Run 1, wire density map:
The die is cut into 10 by 10 equal tiles; white is low, dark blue is high, scaled to the fullest tile. Values are wire area over tile area, all layers added.
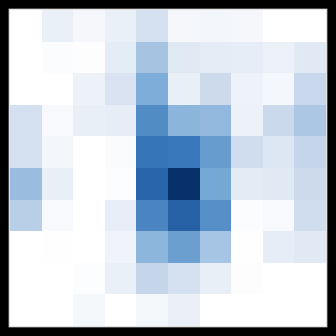
Run 1, track usage over the die:
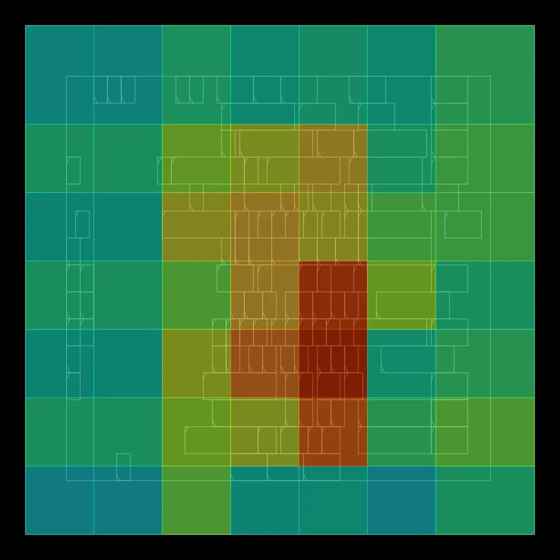
Run 1, zoomed window:
Scale bar: 5 microns. Region (29, 29) to (49, 49) microns. Cells in gray, sequential cells in the stronger gray; small squares are vias.
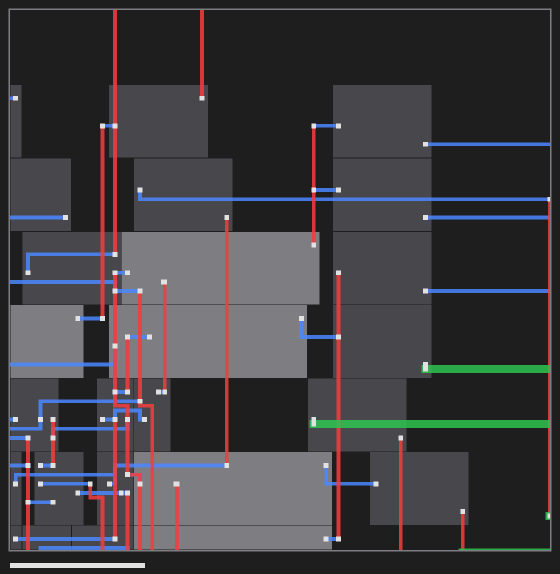
### src/rtl/mc_control_fsm.sv
// Moore control FSM for the 16-bit multicycle CPU: decodes the IR opcode into datapath strobes.
// Optional INSTR_CNT_EN macro enables the 16-bit retired-instruction counter.
module mc_control_fsm (
  input  logic        clk,
  input  logic        rst,
  input  logic [2:0]  opcode,
  output logic        PCSrc,
  output logic        PC_write,
  output logic        IPR_enable,
  output logic        IR_enable,
  output logic        IM_sel,
  output logic        RegWrite,
  output logic        z,
  output logic        g,
  output logic        ALUSrcA,
  output logic        MemtoReg,
  output logic        MemWrite,
  output logic [1:0]  ALUSrcB,
  output logic [1:0]  ALUControl,
  output logic [3:0]  state,
  output logic [15:0] retired
);
  typedef enum logic [3:0] {
    S_IDLE     = 4'd0,
    S_FETCH    = 4'd1,
    S_LOAD_IR  = 4'd2,
    S_DECODE   = 4'd3,
    S_EXEC_ALU = 4'd4,
    S_ALU_WB   = 4'd5,
    S_MEM_ADDR = 4'd6,
    S_MEM_WB   = 4'd7,
    S_MEM_WR   = 4'd8,
    S_BRANCH   = 4'd9
  } state_t;

  state_t r_state;
  state_t w_next;

  always_comb begin
    w_next = S_FETCH;
    case (r_state)
      S_IDLE:     w_next = S_FETCH;
      S_FETCH:    w_next = S_LOAD_IR;
      S_LOAD_IR:  w_next = S_DECODE;
      S_DECODE:   w_next = opcode[2] ? (opcode[1] ? S_BRANCH : S_MEM_ADDR) : S_EXEC_ALU;
      S_EXEC_ALU: w_next = S_ALU_WB;
      S_MEM_ADDR: w_next = opcode[0] ? S_MEM_WR : S_MEM_WB;
      default:    w_next = S_FETCH;
    endcase
  end

  // Outputs are decoded from the next state so they are registered yet line up with r_state.
  always_ff @(posedge clk) begin
    PCSrc      <= 1'b0;
    PC_write   <= 1'b0;
    IPR_enable <= 1'b0;
    IR_enable  <= 1'b0;
    RegWrite   <= 1'b0;
    z          <= 1'b0;
    g          <= 1'b0;
    ALUSrcA    <= 1'b0;
    MemtoReg   <= 1'b0;
    MemWrite   <= 1'b0;
    ALUSrcB    <= 2'b00;
    ALUControl <= 2'b00;
    if (rst) begin
      r_state <= S_IDLE;
    end else begin
      r_state <= w_next;
      case (w_next)
        S_FETCH: begin
          IPR_enable <= 1'b1;
          PC_write   <= 1'b1;
          ALUSrcB    <= 2'b01;
        end
        S_LOAD_IR:  IR_enable <= 1'b1;
        S_EXEC_ALU: begin
          ALUSrcA    <= 1'b1;
          ALUControl <= opcode[1:0];
        end
        S_ALU_WB:   RegWrite <= 1'b1;
        S_MEM_ADDR: begin
          ALUSrcA <= 1'b1;
          ALUSrcB <= opcode[0] ? 2'b11 : 2'b10;
        end
        S_MEM_WB: begin
          RegWrite <= 1'b1;
          MemtoReg <= 1'b1;
        end
        S_MEM_WR:   MemWrite <= 1'b1;
        S_BRANCH: begin
          ALUSrcA    <= 1'b1;
          ALUControl <= 2'b01;
          PCSrc      <= 1'b1;
          z          <= ~opcode[0];
          g          <= opcode[0];
        end
        default: ;
      endcase
    end
  end

  assign IM_sel = 1'b0;
  assign state  = r_state;

`ifdef INSTR_CNT_EN
  logic [15:0] r_retired;
  logic        w_retire;
  assign w_retire = (r_state == S_ALU_WB) || (r_state == S_MEM_WB) ||
                    (r_state == S_MEM_WR) || (r_state == S_BRANCH);
  always_ff @(posedge clk) begin
    if (rst)           r_retired <= 16'h0000;
    else if (w_retire) r_retired <= r_retired + 16'h0001;
  end
  assign retired = r_retired;
`else
  assign retired = 16'h0000;
`endif
endmodule

### config.mk
export PLATFORM = sky130hd
export DESIGN_NAME = mc_control_fsm
export DESIGN_NICKNAME = d
export VERILOG_FILES = /design/src/rtl/mc_control_fsm.sv
export SDC_FILE = /design/constraint.sdc
export NUM_CORES = 1
export LEC_CHECK = 0
export ABC_AREA = 1
export CORE_MARGIN = 4
export CORE_UTILIZATION = 40
export DETAILED_ROUTE_END_ITERATION = 10
export HOLD_SLACK_MARGIN = 0.1
export PLACE_DENSITY = 0.83
export RECOVER_POWER = 50
export SLEW_MARGIN = 20
export SYNTH_ARGS = -nofsm -noshare
export SYNTH_HDL_FRONTEND = slang
export SYNTH_SLANG_ARGS = --single-unit
### constraint.sdc
create_clock -name clk -period 1.9 [get_ports clk]
set_input_delay 0.19 -clock clk [delete_from_list [all_inputs] [get_ports clk]]
set_output_delay 0.19 -clock clk [all_outputs]
set_load 0.05 [all_outputs]
==> summary.txt, run 1 <==
die x size - 51.4 microns
final setup skew - 0.000952 ns
Top-area cell share - 45.3%
Internal Pwr Total - 0.592 mW
Comb pwr share - 42.1%
hold_buf cts - 0
critical path arrival - 1.59 ns
Sw Share - 44.0%
clk latency late pin - 0.29 ns
Synth-to-Final Area Change - 24.5%
hold slack - 0.523 ns
Cell Area, Placed - 925 sq um
Worst Path Required - 1.71 ns
final hold vios - 0
Detailed Routing Iterations Pass 1 - 4
Post-synth EDFFs - 0
Rel. slew slack - 65.4%
CP startpoint - state[1]$_SDFF_PP0_
fin. max-slew vios - 0
power density over the cells - 1130 nW/um^2
Final nets - 128
Synth flops - 17
CTS tree - done
clock root buffer - clkbuf_4
layout cell share with drive strength beyond 1 - 2.46%
final WL - 1460 microns
routed via count - 639
register share after synthesis - 45.3%
Initial DRC Count - 16
Slew @ Worst Pin - 0.517 ns
Vias/cell - 4.35
post-route cell area - 936 sq um
Reg area - 340 sq um
IO Port Bufs - 22
Peak Freq - 561 MHz
setup TNS - 0 ns
fin crit period - 1.78 ns
Synth Area per Inst - 7.60 sq um
critical path fanouts, max - 7
cells after synthesis - 99
number of diodes - 0
Setup crit start kind - flop
worst-path cell chain - clkdlybuf4s50_1
Comb gate area - 269 sq um
hold crit path type - primary input to flop
GPL Wtd Cong - 0.895
Synth cell types - 16
outcome - completed
Placed Instances - 143
# DRC - 0
Reg clk slew, reported paths - 0.09 ns
pin count of the biggest net entering global routing - 13
CP delay by family, top - buffers and inverters
floorplan utilization - 43.1%
die height - 51.4 microns
Synth area leader - dfxtp_1
total power - 1.06 mW
launching point of the worst reg2reg path - state[1]$_SDFF_PP0_
Sequential Power Share - 40.1%
Core Area - 1750 sq um
CP peak stage delay - 0.85 ns
post_cts resized - 0
# clock sinks - 17
cts bufs inserted - 3
crit end category - primary output
Non-Filler Instances - 147
IO Pins - 40
unrepaired setup endpoints after global routing - false
leakage power figure - 0.454 nW
first-pass GRT wire length - 2190 microns
Sw Pwr - 0.466 mW
Log Warnings - 26
peak supply drop - 0.488 mV
min-delay src - opcode[2]
Worst Setup Slack, final - 0.117 ns
hpwl dp - 1160 microns
grt total ovfl - 0
yosys stat area - 752 sq um
Cell Rows - 15
final setup violation count - 0
final cell utilization of the core - 53.6%
slowest CP cell - clkdlybuf4s50_1
placement-stage worst setup slack - 0.438 ns
CP Buf/Inv Count - 1
yosys synthesis warning count - 0
most area-consuming cells after synthesis - dfxtp_1 45%, buf_4 18%, nor2_1 9.0%
WL per Instance - 9.90 microns
number of cells in Yosys stat - 99
post-detailed-route count of antenna-violating nets - 0
Die Size - 2640 sq um
Max clock buf depth - 2
vias in the first global route - 534
max_cap viols - 0
GRT Total Usage - 11.1%
# fillers - 170
initial antenna violation count - 0
## Picture notes: 'wire density map'
30% of the tiles are nearly empty. The emptiest ninth of the die: lower left. The fullest tile reaches 0.56.

## Picture notes: 'track usage over the die'
met1 Usage GRT: 11.5%
M2 GR Usage: 18.9%
gr busiest metal: met2

## Picture notes: 'zoomed window'
Red shows metal 2. Green shows metal 3. Blue shows metal 1.
18 logic cells have their middle in the window. Most frequent: clkdlybuf4s50_1 (10), dfxtp_1 (3), inv_1 (2). Sequential cells in the window: 3.

run 1: worst min-delay path: stages:
cell	delay [ns]
clkdlybuf4s50_1	0.43
inv_1	0.10
nor4_1	0.06
run 1: layout by cell type (no fill, tap or decap):
cell type,n
nand4_1,1
nor3_1,2
nor4_1,2
dfxtp_1,17
nand3_1,5
clkbuf_4,3
o21ai_0,2
nand2_1,16
nor2_1,19
a21oi_1,2
inv_1,13
dlygate4sd3_1,1
conb_1,17
clkbuf_1,1
clkdlybuf4s50_1,21
run 1: cells by family after synthesis:
logic type,Yosys count,share of synthesized area (%)
buffers and inverters,32,25.0
AOI/OAI and AO/OA,4,2.66
and+or+nand+nor,45,26.6
other,1,0.499
DFF,17,45.3
run 1: final timing paths:
kind	end	slack, ns	cells past startpoint
worst min register to register	IR_enable$_SDFF_PP0_	0.58	2
worst min-delay path	ALUSrcB[1]$_SDFF_PP0_	0.52	3
worst max register to register	state[2]$_SDFF_PP0_	0.71	6
worst max-delay path	state[1]	0.12	1
run 1: state kept, by name (all words and copies together), names as in the netlist:
name	cells
ALUControl	2
MemtoReg	1
IPR_enable	1
ALUSrcA	1
IR_enable	1
z	1
ALUSrcB	2
state	4
RegWrite	1
g	1
PCSrc	1
MemWrite	1
run 1: area by class of cell:
class	instances	area share [%]
flip-flops and latches	17	36.4
inverters	13	5.21
multi-input cells	66	28.7
repair buffers	22	23.5
well taps	25	3.34
clock buffers	4	2.81
run 1: power by group through the flow:
stage | sequential [mW] | combinational [mW] | clock [mW]
2_1_floorplan | 0.562 | 0.237 | 0
3_3_place_gp | 0.429 | 0.448 | 0
3_5_place_dp | 0.434 | 0.450 | 0
4_1_cts | 0.425 | 0.451 | 0.192
5_1_grt | 0.430 | 0.469 | 0.205
6_report | 0.424 | 0.445 | 0.188
run 1: metal layers:
metal | vias up | part of all wire, % | global-route usage (%)
li1 | 311 | - | -
met1 | 284 | 36 | 11.5
met2 | 37 | 49 | 18.9
met3 | 7 | 11 | 2.92
met4 | 0 | 2.7 | 8.73
met5 | - | 0 | 0
==> inputs of run 2 (changes only) <==
--- a/config.mk
+++ b/config.mk
@@ -6,6 +6,7 @@
 export NUM_CORES = 1
 export LEC_CHECK = 0
 export ABC_AREA = 1
+export CAP_MARGIN = 20
 export CORE_MARGIN = 4
 export CORE_UTILIZATION = 40
 export DETAILED_ROUTE_END_ITERATION = 10
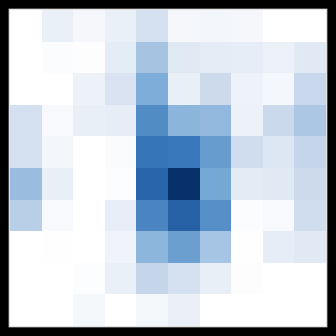
Run 2: wire density map
The die is cut into 10 by 10 equal tiles; white is low, dark blue is high, scaled to the fullest tile. Values are wire area over tile area, all layers added.
The densest ninth of the die: center. 30% of the tiles are nearly empty. 11% of the tiles are over half the peak. The mean over all tiles is 0.096.
GRT Total Usage: 11.1%
final WL: 1460 microns
WL per Instance: 9.90 microns

==> run 2 against run 1 <==
Global-route usage unchanged. Total power unchanged. Via count unchanged. Register-to-register slack hardly changed. Worst hold slack stayed put. Cell count did not move. Final area unchanged. Combinational power about the same. First-iteration DRC count is the same. Flip-flop count did not move. Non-clock buffer count is the same. Clock power about the same.
==> summary.txt, run 2 <==
post_cts resized - 0 (unchanged)
outcome - completed
hold_buf cts - 0 (unchanged)
total power - 1.06 mW (unchanged)
CP peak stage delay - 0.85 ns (about the same)
Synth area leader - dfxtp_1
hold crit path type - primary input to flop
die height - 51.4 microns (unchanged)
final setup skew - 0.000952 ns (unchanged)
Sw Share - 44.0% (unchanged)
vias in the first global route - 534 (unchanged)
Final nets - 128 (unchanged)
Worst Path Required - 1.71 ns (about the same)
hpwl dp - 1160 microns (unchanged)
Log Warnings - 26 (unchanged)
# clock sinks - 17 (unchanged)
Setup crit start kind - flop
power density over the cells - 1130 nW/um^2 (unchanged)
Commonest Layout Cell - clkdlybuf4s50_1
Max clock buf depth - 2 (unchanged)
routed via count - 639 (unchanged)
layout cell share with drive strength beyond 1 - 2.46% (unchanged)
clock share of power - 17.8%
Commonest flop - dfxtp_1
most frequent cells in the layout - 21 x clkdlybuf4s50_1, 19 x nor2_1, 17 x dfxtp_1, 17 x conb_1, 16 x nand2_1
worst-path cell chain - clkdlybuf4s50_1
peak supply drop - 0.488 mV (unchanged)
Cell Rows - 15 (unchanged)
yosys stat area - 752 sq um (unchanged)
Comb pwr share - 42.1% (about the same)
fin crit share - 93.8%
first-pass GRT wire length - 2190 microns (unchanged)
crit end category - primary output
# Post-CTS Setup Buffers - 0
number of diodes - 0 (unchanged)
Worst Setup Slack, final - 0.117 ns (unchanged)
pin count of the biggest net entering global routing - 13 (unchanged)
Synth cell types - 16 (unchanged)
fin. max-slew vios - 0 (unchanged)
critical path class - flop to primary output
Post-synth EDFFs - 0 (unchanged)
Post-synth top cells - 18 x buf_4, 18 x nor2_1, 17 x dfxtp_1
Top-area cell share - 45.3% (unchanged)
Reg clk slew, reported paths - 0.09 ns (about the same)
IO Pins - 40 (unchanged)
H-tree lvl count - 1
Mapped Area - 752 sq um
max FFs per register - 4 (unchanged)
initial antenna violation count - 0 (unchanged)
placement-stage worst setup slack - 0.438 ns (unchanged)
number of cells in Yosys stat - 99 (unchanged)
yosys synthesis warning count - 0 (unchanged)
CP Buf/Inv Count - 1 (unchanged)
critical path fanouts, max - 7 (unchanged)
Core Area - 1750 sq um (unchanged)
final hold vios - 0 (unchanged)
Vias/cell - 4.35 (unchanged)
IO Port Bufs - 22 (unchanged)
max_cap viols - 0 (unchanged)
leakage power figure - 0.454 nW (unchanged)
Initial DRC Count - 16 (unchanged)
clk latency late pin - 0.29 ns (about the same)
Die Size - 2640 sq um (unchanged)
final setup violation count - 0 (unchanged)
register share after synthesis - 45.3% (unchanged)
Internal Pwr Total - 0.592 mW (unchanged)
CTS tree - done
Synth-to-Final Area Change - 24.5% (unchanged)
Slew @ Worst Pin - 0.517 ns (unchanged)
most area-consuming cells after synthesis - dfxtp_1 45%, buf_4 18%, nor2_1 9.0%
setup TNS - 0 ns (unchanged)
Synth flops - 17 (unchanged)
async set-reset flop share out of synthesis - 0%
cts bufs inserted - 3 (unchanged)
cells after synthesis - 99 (unchanged)
unrepaired setup endpoints after global routing - false
post-detailed-route count of antenna-violating nets - 0 (unchanged)
Sw Pwr - 0.466 mW (unchanged)
Detailed Routing Iterations Pass 1 - 4 (unchanged)
Rel. slew slack - 65.4% (unchanged)
slowest CP cell - clkdlybuf4s50_1
GPL Wtd Cong - 0.895 (unchanged)
Sequential Power Share - 40.1% (about the same)
CP delay by family, top - buffers and inverters
Synth Area per Inst - 7.60 sq um (unchanged)
# DRC - 0 (unchanged)
die x size - 51.4 microns (unchanged)
floorplan utilization - 43.1% (unchanged)
fin crit period - 1.78 ns (unchanged)
critical path arrival - 1.59 ns (about the same)
Peak Freq - 561 MHz (unchanged)
clock root buffer - clkbuf_4
grt total ovfl - 0 (unchanged)
==> run 2: metal layers <==
metal	vias to the layer above	track usage [%]	share of wire [%]
met3	7	2.92	11
met5	-	0	0
met1	284	11.5	36
met2	37	18.9	49
li1	311	-	-
met4	0	8.73	2.7
==> run 2: final cells by class <==
| type | instances | area [sq um] |
|---|---|---|
| Fill cell | 170 | 810 |
| Sequential cell | 17 | 340 |
| Multi-Input combinational cell | 66 | 269 |
| Timing Repair Buffer | 22 | 220 |
| Inverter | 13 | 48.8 |
| Tap cell | 25 | 31.3 |
| Clock buffer | 4 | 26.3 |
==> run 2: worst paths after layout <==
kind,from,slack (ns),depth (start not counted),endpoint
worst max register to register,state[1]$_SDFF_PP0_,0.71,6,state[2]$_SDFF_PP0_
worst max-delay path,state[1]$_SDFF_PP0_,0.12,1,state[1]
worst min-delay path,opcode[2],0.52,3,ALUSrcB[1]$_SDFF_PP0_
worst min register to register,state[0]$_SDFF_PP0_,0.58,2,IR_enable$_SDFF_PP0_
==> run 2: kinds of logic after synthesis <==
group                  Yosys count  share of synthesized area [%]
AOI/OAI and AO/OA                4                           2.66
buffers and inverters           32                           25.0
DFF                             17                           45.3
other                            1                          0.499
and+or+nand+nor                 45                           26.6
==> run 2: per-stage QoR <==
stage | utilization (%) | instances | area, sq um | hold WS, ns
2_1_floorplan | - | 115 | 812 | 0.262
3_3_place_gp | 53.0 | 143 | 925 | 0.542
3_5_place_dp | 53.0 | 143 | 925 | 0.569
4_1_cts | 54.5 | 147 | 951 | 0.520
5_1_grt | 53.6 | 147 | 936 | 0.540
6_report | 53.6 | 147 | 936 | 0.523
==> run 2: power groups by stage <==
stage	logic (mW)	clock network (mW)	registers [mW]
2_1_floorplan	0.237	0	0.562
3_3_place_gp	0.448	0	0.429
3_5_place_dp	0.450	0	0.434
4_1_cts	0.451	0.192	0.425
5_1_grt	0.469	0.205	0.430
6_report	0.445	0.188	0.424
Run 2, signal wires on met1:
Scale bar: 20 microns.
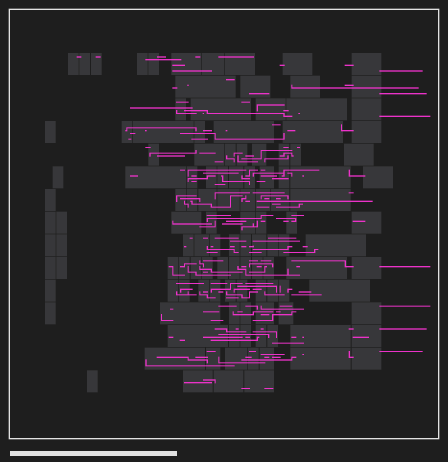

==> inputs of run 3 (changes only) <==
--- a/config.mk
+++ b/config.mk
@@ -7,11 +7,10 @@
 export LEC_CHECK = 0
 export ABC_AREA = 1
 export CAP_MARGIN = 20
-export CORE_MARGIN = 4
-export CORE_UTILIZATION = 40
+export CORE_UTILIZATION = 25
 export DETAILED_ROUTE_END_ITERATION = 10
 export HOLD_SLACK_MARGIN = 0.1
-export PLACE_DENSITY = 0.83
+export PLACE_DENSITY = 0.56
 export RECOVER_POWER = 50
 export SLEW_MARGIN = 20
 export SYNTH_ARGS = -nofsm -noshare
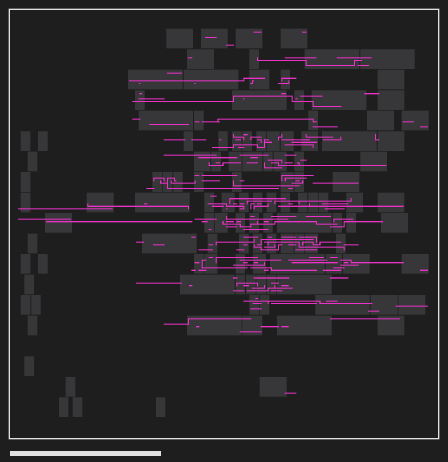
Run 3: signal wires on met1
Scale bar: 20 microns.
The longest straight run is 19.3 microns. 94 nets have wire on it. The layer holds 46% of the routed length. The layer carries 650 microns of wire.

==> run 3 against run 2 <==
The flow now finishes with violations (design-rule violations). Routed wire length is 3.7% lower. Flip-flop count stayed put. First-iteration DRC count is 13% lower. Sequential power hardly changed. Final area is 1.1% higher. Register-to-register slack better by 0.03 ns. Total power is 0.34% higher. Critical path depth stayed put. Combinational power is 0.9% higher. Worst setup slack better by 0.023 ns. Non-clock buffer count stayed put.
==> summary.txt, run 3 <==
most area-consuming cells after synthesis - dfxtp_1 45%, buf_4 18%, nor2_1 9.0%
number of cells in Yosys stat - 99 (unchanged)
worst-path cell chain - clkdlybuf4s50_1
vias in the first global route - 535 (+0.19%)
Slew @ Worst Pin - 0.506 ns (-0.0107 ns)
Synth area leader - dfxtp_1
GPL Wtd Cong - 0.774 (-14%)
Top-area cell share - 45.3% (unchanged)
leakage power figure - 0.452 nW (-0.36%)
final hold vios - 0 (unchanged)
max FFs per register - 4 (unchanged)
Mux area share - 0% (unchanged)
Worst Path Required - 1.71 ns (about the same)
slowest CP cell - clkdlybuf4s50_1
crit end category - primary output
initial antenna violation count - 0 (unchanged)
Setup crit start kind - flop
CP peak stage delay - 0.84 ns (about the same)
final setup violation count - 0 (unchanged)
fin crit share - 92.6% (-1.2 points)
Synth Area per Inst - 7.60 sq um (unchanged)
Post-synth EDFFs - 0 (unchanged)
yosys synthesis warning count - 0 (unchanged)
# DRC - 9 (+9)
max_cap viols - 0 (unchanged)
H-tree lvl count - 1 (unchanged)
cts bufs inserted - 3 (unchanged)
number of diodes - 0 (unchanged)
layout cell share with drive strength beyond 1 - 4.10% (+1.6 points)
IO Port Bufs - 22 (unchanged)
fin crit period - 1.76 ns (-0.0230 ns)
die x size - 56.8 microns (+11%)
IO Pins - 40 (unchanged)
first-pass GRT wire length - 2170 microns (-0.64%)
GRT Total Usage - 8.97% (-2.2 points)
floorplan utilization - 26.8% (-16 points)
comb area leader - simple AND/OR/NAND/NOR gates
setup TNS - 0 ns (unchanged)
register share after synthesis - 45.3% (unchanged)
Detailed Routing Iterations Pass 1 - 7 (+3)
hold crit path type - primary input to flop
final WL - 1400 microns (-3.7%)
most frequent cells in the layout - 21 x clkdlybuf4s50_1, 19 x nor2_1, 17 x dfxtp_1, 17 x conb_1, 15 x nand2_1
fin. max-slew vios - 0 (unchanged)
Synth cell types - 16 (unchanged)
Max clock buf depth - 2 (unchanged)
Cell Area, Placed - 932 sq um (+0.81%)
Reg clk slew, reported paths - 0.09 ns (about the same)
routed via count - 623 (-2.5%)
Mapped Area - 752 sq um (unchanged)
pin count of the biggest net entering global routing - 13 (unchanged)
# Post-CTS Setup Buffers - 0 (unchanged)
clk latency late pin - 0.29 ns (about the same)
violated checks - design-rule violations
post_cts resized - 0 (unchanged)
# clock sinks - 17 (unchanged)
Synth flops - 17 (unchanged)
CP delay by family, top - buffers and inverters
Vias/cell - 4.07 (-6.3%)
hpwl dp - 1090 microns (-6.2%)
Final nets - 128 (unchanged)
clock root buffer - clkbuf_4
Initial DRC Count - 14 (-2)
Log Warnings - 26 (unchanged)
critical path arrival - 1.57 ns (-0.02 ns)
Commonest Layout Cell - clkdlybuf4s50_1
Simple Share, Synth - 26.6% (unchanged)
Synth-to-Final Area Change - 25.8%
Rel. slew slack - 66.2% (+0.72 points)
die height - 56.8 microns (+11%)
critical path fanouts, max - 7 (unchanged)
WL per Instance - 9.16 microns (-7.5%)
CTS tree - done
peak supply drop - 0.263 mV (-46%)
Core Area - 2810 sq um (+61%)
Adder Share, Synth - 0% (unchanged)
Die Size - 3230 sq um (+22%)
outcome - finished with violations
XOR/XNOR Area Share - 0% (unchanged)
Peak Freq - 568 MHz (+1.3%)
final setup skew - 0.00635 ns (+0.00540 ns)
==> run 3: cell type report <==
class | count | area (sq um)
inverter | 13 | 48.8
sequential | 17 | 340
multi-input combinational | 66 | 272
fill | 314 | 1860
timing repair buffer | 22 | 220
tap | 31 | 38.8
clock buffer | 4 | 26.3
==> run 3: per-layer routing <==
metal  track usage, %  share of wire [%]  vias to the layer above
li1                 -                  -                      315
met1             10.9                 46                      272
met2             12.9                 41                       32
met3             2.76                 10                        4
met4             7.32                2.7                        0
met5                0                  0                        -
==> run 3: worst paths after layout <==
| check | to | from | cells after the start | slack, ns |
|---|---|---|---|---|
| max | state[1] | state[1]$_SDFF_PP0_ | 1 | 0.14 |
| min | ALUSrcB[1]$_SDFF_PP0_ | opcode[2] | 3 | 0.52 |
| max reg2reg | state[2]$_SDFF_PP0_ | state[3]$_SDFF_PP0_ | 5 | 0.74 |
| min reg2reg | IR_enable$_SDFF_PP0_ | state[1]$_SDFF_PP0_ | 1 | 0.58 |
==> run 3: logic make-up (layout without fill, tap and decap cells) <==
logic type	Yosys count	in the layout
buffers and inverters	32	39
DFF	17	17
other	1	17
AOI/OAI and AO/OA	4	4
and+or+nand+nor	45	45
==> run 3: power breakdown <==
group	internal (mW)	switching [mW]	total, mW
registers	0.394	0.0293	0.424
clock network	0.0816	0.106	0.188
logic	0.117	0.333	0.449
==> run 3: worst min-delay path: cells and delay by family <==
family | cells | cell delay (ns)
buf+inv | 2 | 0.52
simple gates | 1 | 0.06
==> run 3: per-stage QoR <==
| step | util (%) | cells | power, mW | hold WS [ns] | setup WS, ns |
|---|---|---|---|---|---|
| after CTS | 34.2 | 153 | 1.07 | 0.517 | 0.128 |
| after floorplan | - | 115 | 0.800 | 0.262 | 0.553 |
| after global routing | 33.7 | 153 | 1.11 | 0.547 | 0.0716 |
| after detailed placement | 33.2 | 149 | 0.886 | 0.560 | 0.454 |
| final | 33.7 | 153 | 1.06 | 0.519 | 0.140 |
| after global placement | 33.2 | 149 | 0.883 | 0.545 | 0.473 |

==> screenshots <==
Routed metal, one color a layer.
Scale bar: 20 microns. Only two layers are drawn.
(a)
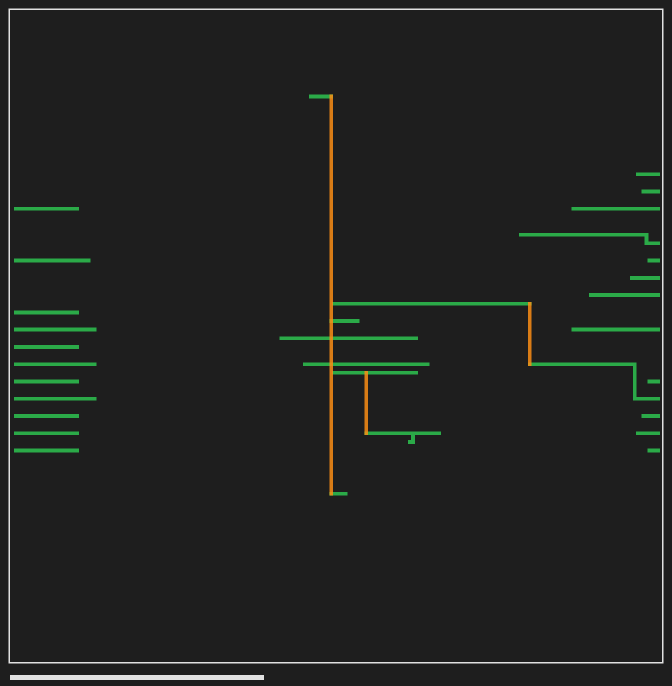
(b)
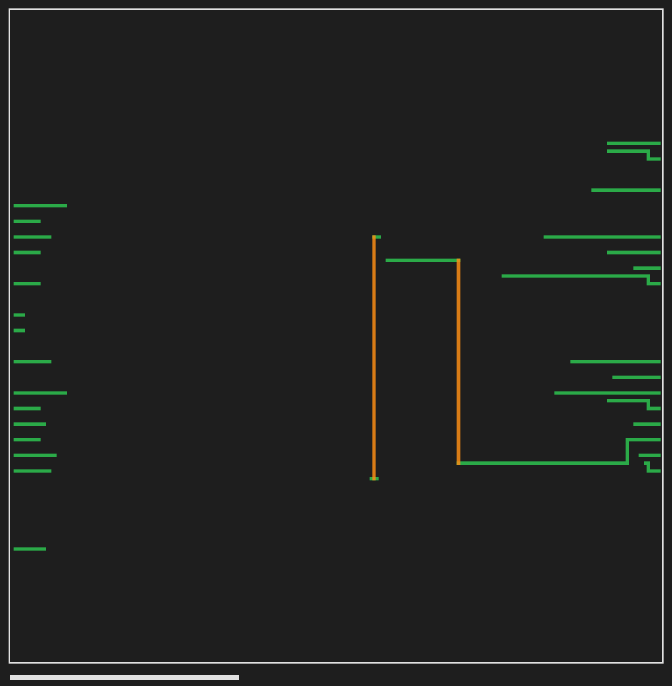
For run 3, see (b).
For run 1, see (a).

Key to (b):
Orange shows metal 4, wire length 38.8 microns. Green shows metal 3, wire length 141 microns.

Power figures rest on the tool's default switching activity, not on a simulated workload.
